### Clock network drawn from the DEF, run 1

The bar under the picture is 20 um long.
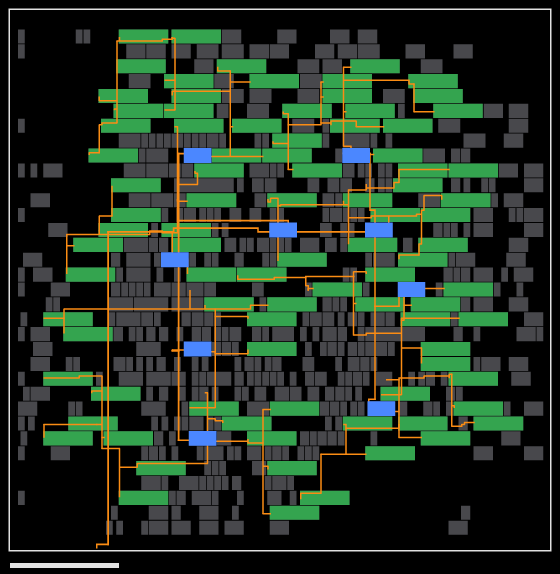
### Sequential cells colored by netlist name, run 1

The bar under the picture is 20 um long.
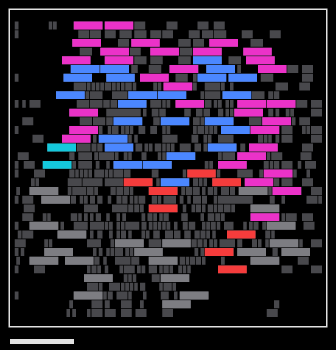
### Congestion heat map, run 1

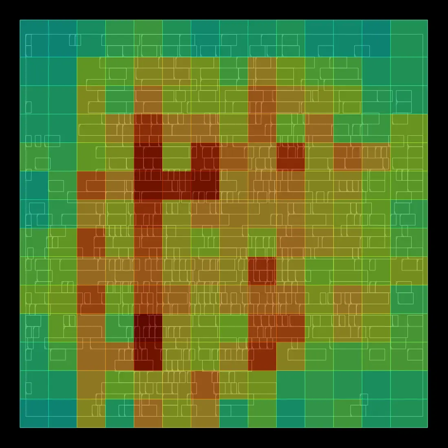
===== config.mk =====
export PLATFORM = sky130hd
export DESIGN_NAME = insmem_loader
export DESIGN_NICKNAME = d
export VERILOG_FILES = /design/src/rtl/insmem_loader.sv
export SDC_FILE = /design/constraint.sdc
export NUM_CORES = 1
export LEC_CHECK = 0
export ABC_AREA = 1
export CAP_MARGIN = 20
export CORE_UTILIZATION = 46
export DETAILED_ROUTE_END_ITERATION = 10
export PLACE_DENSITY = 0.77
export SLEW_MARGIN = 20
export SYNTH_ARGS = -nofsm -noshare
export SYNTH_HDL_FRONTEND = slang
export SYNTH_SLANG_ARGS = --single-unit

===== constraint.sdc =====
create_clock -name clk_i -period 4.9 [get_ports clk_i]
set_clock_uncertainty 0.15 [all_clocks]
set_input_delay 0.735 -clock clk_i [delete_from_list [all_inputs] [get_ports clk_i]]
set_output_delay 0.735 -clock clk_i [all_outputs]
set_load 0.005 [all_outputs]

===== src/rtl/insmem_loader.sv =====
// -----------------------------------------------------------------------------
// insmem_loader
//
// Boot-time instruction memory loader. A single-cycle start request latches a
// word count. The loader then assembles that many 32-bit words from a
// little-endian byte stream and writes each word to instruction memory at
// consecutive word-aligned addresses starting at BASE_ADDR. While a load is in
// progress, busy/cpu_hold keep the core in reset.
//
// Handshake: a byte moves on a rising edge where in_valid_i=1 and in_ready_o=1.
// The source must hold in_data_i stable while in_valid_i=1 and in_ready_o=0.
// in_ready_o is high only while the loader is receiving bytes.
//
// Parameters
//   MEM_BYTES    instruction memory capacity in bytes (MAX_WORDS = MEM_BYTES/4)
//   BASE_ADDR    byte address of the first word written
//
// Ports
//   clk_i          clock, all state changes on the rising edge
//   rst_i          asynchronous active-high reset
//   start_i        single-cycle load request, word_count_i sampled with it
//   word_count_i   number of 32-bit words to load (1..MAX_WORDS accepted)
//   abort_i        terminates an in-progress load, the partial word is dropped
//   in_valid_i     byte-stream source has in_data_i available
//   in_data_i      program byte, little-endian within each word
//   in_ready_o     loader accepts a byte this cycle
//   wr_en_o        instruction-memory word write strobe
//   wr_addr_o      byte address of the word's byte 0 (word aligned)
//   wr_data_o      assembled word {byte3, byte2, byte1, byte0}
//   busy_o         high whenever the loader is not idle
//   cpu_hold_o     equals busy_o, holds the core in reset during a load
//   done_o         one-cycle pulse on successful completion
//   error_o        one-cycle pulse on a rejected start
//   dbg_state_o    current FSM state (IDLE=0, RECV=1, WRITE=2, DONE=3)
// -----------------------------------------------------------------------------
module insmem_loader #(
    parameter int          MEM_BYTES = 400,
    parameter logic [31:0] BASE_ADDR = 32'h0
) (
    input  logic        clk_i,
    input  logic        rst_i,
    input  logic        start_i,
    input  logic [7:0]  word_count_i,
    input  logic        abort_i,
    input  logic        in_valid_i,
    input  logic [7:0]  in_data_i,
    output logic        in_ready_o,
    output logic        wr_en_o,
    output logic [31:0] wr_addr_o,
    output logic [31:0] wr_data_o,
    output logic        busy_o,
    output logic        cpu_hold_o,
    output logic        done_o,
    output logic        error_o,
    output logic [1:0]  dbg_state_o
);

    localparam logic [31:0] MAX_WORDS = 32'(MEM_BYTES / 4);

    localparam logic [1:0] S_IDLE  = 2'd0;
    localparam logic [1:0] S_RECV  = 2'd1;
    localparam logic [1:0] S_WRITE = 2'd2;
    localparam logic [1:0] S_DONE  = 2'd3;

    // FSM and counters
    logic [1:0]  state_q,    state_d;
    logic [7:0]  count_q,    count_d;
    logic [7:0]  word_idx_q, word_idx_d;
    logic [1:0]  byte_idx_q, byte_idx_d;

    // Bytes 0..2 of the word being assembled; byte 3 goes straight into
    // wr_data so that wr_data only changes when a complete word is ready.
    logic [23:0] asm_q,      asm_d;

    // Registered outputs
    logic [31:0] wr_addr_q,  wr_addr_d;
    logic [31:0] wr_data_q,  wr_data_d;
    logic        error_d;
    logic        in_ready_q;
    logic        wr_en_q;
    logic        busy_q;
    logic        cpu_hold_q;
    logic        done_q;
    logic        error_q;

    logic [31:0] count_ext;
    logic        start_ok;
    logic        handshake;
    logic        last_word;

    assign count_ext = {24'd0, word_count_i};
    assign start_ok  = (count_ext != 32'd0) && (count_ext <= MAX_WORDS);

    // in_ready_q is registered from the next state, so it is high exactly
    // while state_q is RECV; a handshake therefore only happens in RECV.
    assign handshake = in_valid_i && in_ready_q;

    // word_idx never exceeds count-1 <= 254, so the 8-bit increment cannot wrap.
    assign last_word = ((word_idx_q + 8'd1) == count_q);

    // -------------------------------------------------------------------------
    // Next-state logic
    // -------------------------------------------------------------------------
    always_comb begin
        state_d    = state_q;
        count_d    = count_q;
        word_idx_d = word_idx_q;
        byte_idx_d = byte_idx_q;
        asm_d      = asm_q;
        wr_addr_d  = wr_addr_q;
        wr_data_d  = wr_data_q;
        error_d    = 1'b0;

        case (state_q)
            S_IDLE: begin
                // abort has no effect here; start always wins.
                if (start_i) begin
                    if (start_ok) begin
                        count_d    = word_count_i;
                        word_idx_d = 8'd0;
                        byte_idx_d = 2'd0;
                        asm_d      = 24'd0;
                        state_d    = S_RECV;
                    end else begin
                        error_d = 1'b1;
                    end
                end
            end

            S_RECV: begin
                if (abort_i) begin
                    // Drop the partial word; a byte offered this cycle is not taken.
                    state_d    = S_IDLE;
                    count_d    = 8'd0;
                    word_idx_d = 8'd0;
                    byte_idx_d = 2'd0;
                    asm_d      = 24'd0;
                end else if (handshake) begin
                    byte_idx_d = byte_idx_q + 2'd1;
                    case (byte_idx_q)
                        2'd0: asm_d[7:0]   = in_data_i;
                        2'd1: asm_d[15:8]  = in_data_i;
                        2'd2: asm_d[23:16] = in_data_i;
                        default: begin
                            wr_data_d = {in_data_i, asm_q};
                            wr_addr_d = BASE_ADDR + {22'd0, word_idx_q, 2'b00};
                            state_d   = S_WRITE;
                        end
                    endcase
                end
            end

            S_WRITE: begin
                // The write strobe for this word is already on the bus; an
                // abort here only prevents any further words and the done pulse.
                if (abort_i) begin
                    state_d    = S_IDLE;
                    count_d    = 8'd0;
                    word_idx_d = 8'd0;
                    byte_idx_d = 2'd0;
                    asm_d      = 24'd0;
                end else if (last_word) begin
                    state_d = S_DONE;
                end else begin
                    word_idx_d = word_idx_q + 8'd1;
                    byte_idx_d = 2'd0;
                    asm_d      = 24'd0;
                    state_d    = S_RECV;
                end
            end

            S_DONE: begin
                state_d    = S_IDLE;
                count_d    = 8'd0;
                word_idx_d = 8'd0;
                byte_idx_d = 2'd0;
            end

            default: begin
                state_d = S_IDLE;
            end
        endcase
    end

    // -------------------------------------------------------------------------
    // State and registered outputs. Status outputs are computed from the next
    // state so that they line up with the state they describe.
    // -------------------------------------------------------------------------
    always_ff @(posedge clk_i or posedge rst_i) begin
        if (rst_i) begin
            state_q    <= S_IDLE;
            count_q    <= 8'd0;
            word_idx_q <= 8'd0;
            byte_idx_q <= 2'd0;
            asm_q      <= 24'd0;
            wr_addr_q  <= 32'd0;
            wr_data_q  <= 32'd0;
            in_ready_q <= 1'b0;
            wr_en_q    <= 1'b0;
            busy_q     <= 1'b0;
            cpu_hold_q <= 1'b0;
            done_q     <= 1'b0;
            error_q    <= 1'b0;
        end else begin
            state_q    <= state_d;
            count_q    <= count_d;
            word_idx_q <= word_idx_d;
            byte_idx_q <= byte_idx_d;
            asm_q      <= asm_d;
            wr_addr_q  <= wr_addr_d;
            wr_data_q  <= wr_data_d;
            in_ready_q <= (state_d == S_RECV);
            wr_en_q    <= (state_d == S_WRITE);
            busy_q     <= (state_d != S_IDLE);
            cpu_hold_q <= (state_d != S_IDLE);
            done_q     <= (state_d == S_DONE);
            error_q    <= error_d;
        end
    end

    assign in_ready_o  = in_ready_q;
    assign wr_en_o     = wr_en_q;
    assign wr_addr_o   = wr_addr_q;
    assign wr_data_o   = wr_data_q;
    assign busy_o      = busy_q;
    assign cpu_hold_o  = cpu_hold_q;
    assign done_o      = done_q;
    assign error_o     = error_q;
    assign dbg_state_o = state_q;

endmodule


==> results.toml, run 1 <==
# implementation run metrics
[layout]
clkCellAreaFrac_pct = 4.35
comb_cells = 323
clockBufferCount = 10
flops = 89
inverters = 44
finish.instance_area_um2 = 5170
antennaDiodeCount = 0
area_growth_pct = 20.4
logic_area_um2 = 1730
num-fill-cells = 755
drive_gt1_share_pct = 10.2
final_cells = 649
sh_seq_area_pct = 43.0
comb_share_pct = 33.5
nNonClkBuffers = 69
largest_cell_class = "sequential cells"
nonClkBufAreaFrac_pct = 13.3
fin_nets = 567

[detailed_routing]
route.met2.wl_um = 4240
vias = 3419
drt_first_pass_iters = 5
dr_wl_met3_um = 633
antenna_left = 0
drc = 0
wire_per_inst_um = 14.2
via_per_inst = 5.27
wl_met1_um = 4190
route.top_layer_used = "met4"
wirelength_um = 9240

[synthesis]
ys_sh_simple_pct = 22.5
ys_sh_aoi_pct = 5.94
yosysTopAreaCellShare_pct = 51.8
syn_avg_cell_area_um2 = 9.11
yosysWarnings = 0
postSynthCellCount = 472
topCombFamilyByArea = "simple AND/OR/NAND/NOR gates"
top_cells_by_count = "nand2_1, dfrtp_1, inv_1"
adder_share_pct = 2.91
ys_sh_xor_pct = 0
synthTopCellsByArea = "dfrtp_1, nand2_1, mux2_2"
yosysTopAreaCell = "dfrtp_1"
most_common_cell = "nand2_1"
mux_area_share_pct = 6.55
synthFlopType = "dfrtp_1"
seq_area_frac_synth_pct = 51.8
edf_count = 0
syn-cell-area_um2 = 4300
synth_cell_types = 27
yosys-stat-cells = 472

[floorplanning]
die_h_um = 98.7
ios = 93
die_area_um2 = 9740
core_area_um2 = 8890
tap-cell-count = 108
fp_util_pct = 48.4
rows = 34
die_x_um = 98.7

[worst_setup_path]
cp.depth = 9
critical_path.startpoint = "word_count_i[1]"
critPathBufInv = 1
critical_path.slowest_cell = "a21oi_4"
ff2ff_path_depth = 10
cp_top_family = "simple AND/OR/NAND/NOR gates"
crit_fanout = 28
path_class = "input port to flip-flop"
cp-endpoint = "asm_q[21]"
slowest_delay_ns = 0.64
crit_chain = "clkdlybuf4s50_1, nor2_1, nor2_1, o21bai_1, nand3_1, a21oi_4, nand3_1, nand2_1, nand2_1"
end_kind = "flip-flop"
rrSetupSlack_ns = 2.14
rr_startpoint = "dbg_state_o[1]"
r2r-end = "asm_q[21]"
cp-start-kind = "input port"
cp.required_ns = 5.00

[clock_network]
post_cts_resized = 0
clk_pin_slew_ns = 0.09
clockBufferDepth = 2
htree_levels = 3
post_cts_buffers = 0
cts_hold_buffers = 0
cts_tree = "yes"
cts-root-buf = "clkbuf_8"

[run]
drv_cap = 0
warnings = 33

[sta]
tightest_slew_ns = 0.896
setup_viol = 0
finalCritPeriodShare_pct = 61.1
tns_ns = 0
period_needed_ns = 2.99
fin_ws_ns = 1.91
maxSlewViolCount = 0
hold_slack_ns = 0.331
rsz0062_at_grt = "no"
finalHoldViolCount = 0
fmax_mhz = 334

[power_and_ir_drop]
switching_power_uw = 746
largestPowerGroup = "sequential cells"
p_sw_share_pct = 35.8
seq_power_uw = 920
power.density_nw_per_um2 = 403
finalPower_mw = 2.08
p_int_mw = 1.34
comb-power_uw = 599
power_frac_comb_pct = 28.7
p_leak_nw = 2.57
peakVddDrop_v = 0.000215
p_seq_share_pct = 44.1

[placement]
gp_congestion = 0.908
placedCellCount = 633
port_buffers = 68
pre_cts_ws_ns = 1.56
hpwlAfterDp_um = 6600
place_area_um2 = 4940

[hold_path]
min-delay-start = "asm_q[7]"
whs_endpoint = "asm_q[7]"
hold_depth = 2
holdCritPathClass = "flip-flop to flip-flop"

[global_routing]
grt_busiest_layer = "met2"
globalRouteMet2Util_pct = 31.5
grt_start_max_net_pins = 56
first_global_vias = 3226
grt_util_met1_pct = 28.9
overflow = 0
grt_pass1_wl_um = 15600

[status]
outcome = "finished clean"
Notes on 'Clock network drawn from the DEF' above:
Key: orange = clock wires [length 1,020 um]; blue = clock drivers [count 9]; green = flip-flops [count 89]
There are 10 routed clock nets.
portion of total power attributed to the clock network: 27.1%
clk pwr: 566 uW
clk_lat worst skew: 0.36 ns

Notes on 'Sequential cells colored by netlist name' above:
Key: blue = asm_q [placed flops 24]; red = word_idx_q [placed flops 8]; cyan = byte_idx_q [placed flops 2]; magenta = wr_data_o [placed flops 32]

Notes on 'Congestion heat map' above:
Layout Utilization: 58.2%
met3 Resource Use GR: 3.19%
GRT Util Overall: 20.4%

==> run 1: registers in the layout, indices dropped and copies added (netlist names) <==
name         flops
count_q          8
done_o           1
word_idx_q       8
wr_en_o          1
byte_idx_q       2
wr_data_o       32
wr_addr_o        8
asm_q           24
cpu_hold_o       1
dbg_state_o      2
error_o          1
in_ready_o       1
==> run 1: cells in the final DEF, fill, tap and decap left out, types with 6 or more instances in the layout <==
cell	count
dfrtp_1	89
mux2_2	25
nand4_1	32
clkdlybuf4s50_1	68
inv_1	38
a21oi_1	6
clkbuf_8	10
o21ai_0	26
conb_1	24
nor2_1	22
ha_1	10
nand3_1	20
nand2_1	134
### Cells colored by class, run 1

The bar under the picture is 20 um long.
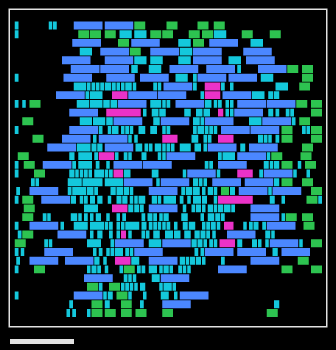

==> run 2: changes to the inputs <==
clock period = 3.09 ns   (was 4.9 ns; I/O delays follow)
### Cells colored by class, run 2

The bar under the picture is 20 um long.
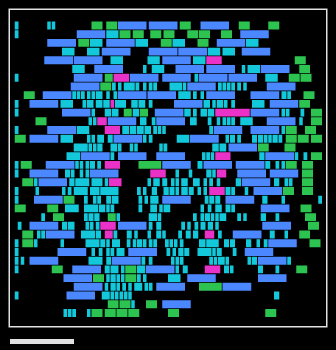
Key: blue = sequential cells [cells 89]; green = remaining buffers and delay cells [cells 74]; magenta = clock drivers and dummy loads [cells 16]; cyan = combinational and other logic [cells 367]
Layout Utilization: 58.6%
design area: 5210 um2
Seq area share: 42.8%

==> results.toml, run 2 <==
# implementation run metrics
[status]
outcome = "finished clean"

[worst_setup_path]
rr_startpoint = "dbg_state_o[0]"
cp-start-kind = "flip-flop"
cp.required_ns = 3.18
end_kind = "flip-flop"
cp-endpoint = "word_idx_q[6]"
rrSetupSlack_ns = 0.38
slowest_delay_ns = 0.44
critical_path.startpoint = "dbg_state_o[0]"
ff2ff_path_depth = 11
path_class = "flip-flop to flip-flop"

[global_routing]
grt_use_total_pct = 20.9
grt_pass1_wl_um = 16000
first_global_vias = 3328
grt_use_met3_pct = 4.04
globalRouteMet2Util_pct = 31.6
overflow = 0
grt_start_max_net_pins = 62
grt_util_met1_pct = 30.1

[synthesis]
syn-cell-area_um2 = 4300
postSynthCellCount = 472
ys_sh_simple_pct = 22.5
ys_sh_aoi_pct = 5.94
synthFlopType = "dfrtp_1"
most_common_cell = "nand2_1"
yosysWarnings = 0
yosysTopAreaCellShare_pct = 51.8
mux_area_share_pct = 6.55

[sta]
tns_ns = 0
fmax_mhz = 368
period_needed_ns = 2.71
maxSlewViolCount = 0
rsz0062_at_grt = "no"
finalHoldViolCount = 0

[power_and_ir_drop]
p_leak_nw = 2.59
switching_power_mw = 1.22
p_seq_share_pct = 44.3
pwr-share-clk_pct = 25.3
peakVddDrop_v = 0.000343

[layout]
largest_reg_flops = 32
final_cells = 654
area_growth_pct = 21.1
mostFrequentLayoutCells = "nand2_1, dfrtp_1, clkdlybuf4s50_1"
fin_nets = 572
antennaDiodeCount = 0
drive_gt1_share_pct = 10.8

[detailed_routing]
wire_per_inst_um = 14.4
via_per_inst = 5.24
drc = 0
wl_met1_um = 4330
antenna_left = 0
route.top_layer_used = "met4"

[placement]
hpwlAfterDp_um = 6790
place_area_um2 = 5000
port_buffers = 68

[clock_network]
cts_hold_buffers = 0
cts-root-buf = "clkbuf_8"
htree_levels = 3
clockBufferDepth = 2
clk_latency_ns = 0.36

[floorplanning]
rows = 34
die_area_um2 = 9740
die_x_um = 98.7
fp_util_pct = 48.4

[run]
drv_cap = 0
run 2: cell families after synthesis:
kind of cell | after synthesis
AND/OR/NAND/NOR | 219
AND-OR/OR-AND | 45
buffers and inverters | 83
adder cells (fa/ha/maj) | 10
multiplexers | 25
flip-flops | 89
other | 1
run 2: power groups by stage:
stage	Combinational, mW	Clock, mW	Sequential [mW]
6_report	0.995	0.826	1.45
5_1_grt	1.12	0.889	1.47
2_1_floorplan	0.722	0	1.44
3_5_place_dp	0.981	0	1.47
4_1_cts	0.991	0.842	1.45
3_3_place_gp	0.946	0	1.47
run 2: cell type report:
type	count	area share [%]
flip-flops and latches	89	42.8
multi-input cells	323	33.1
repair buffers	74	14.4
inverters	44	3.20
well taps	108	2.59
clock buffers	10	2.45
clock inverters	6	1.44
Power is estimated from default activity; no workload was simulated.
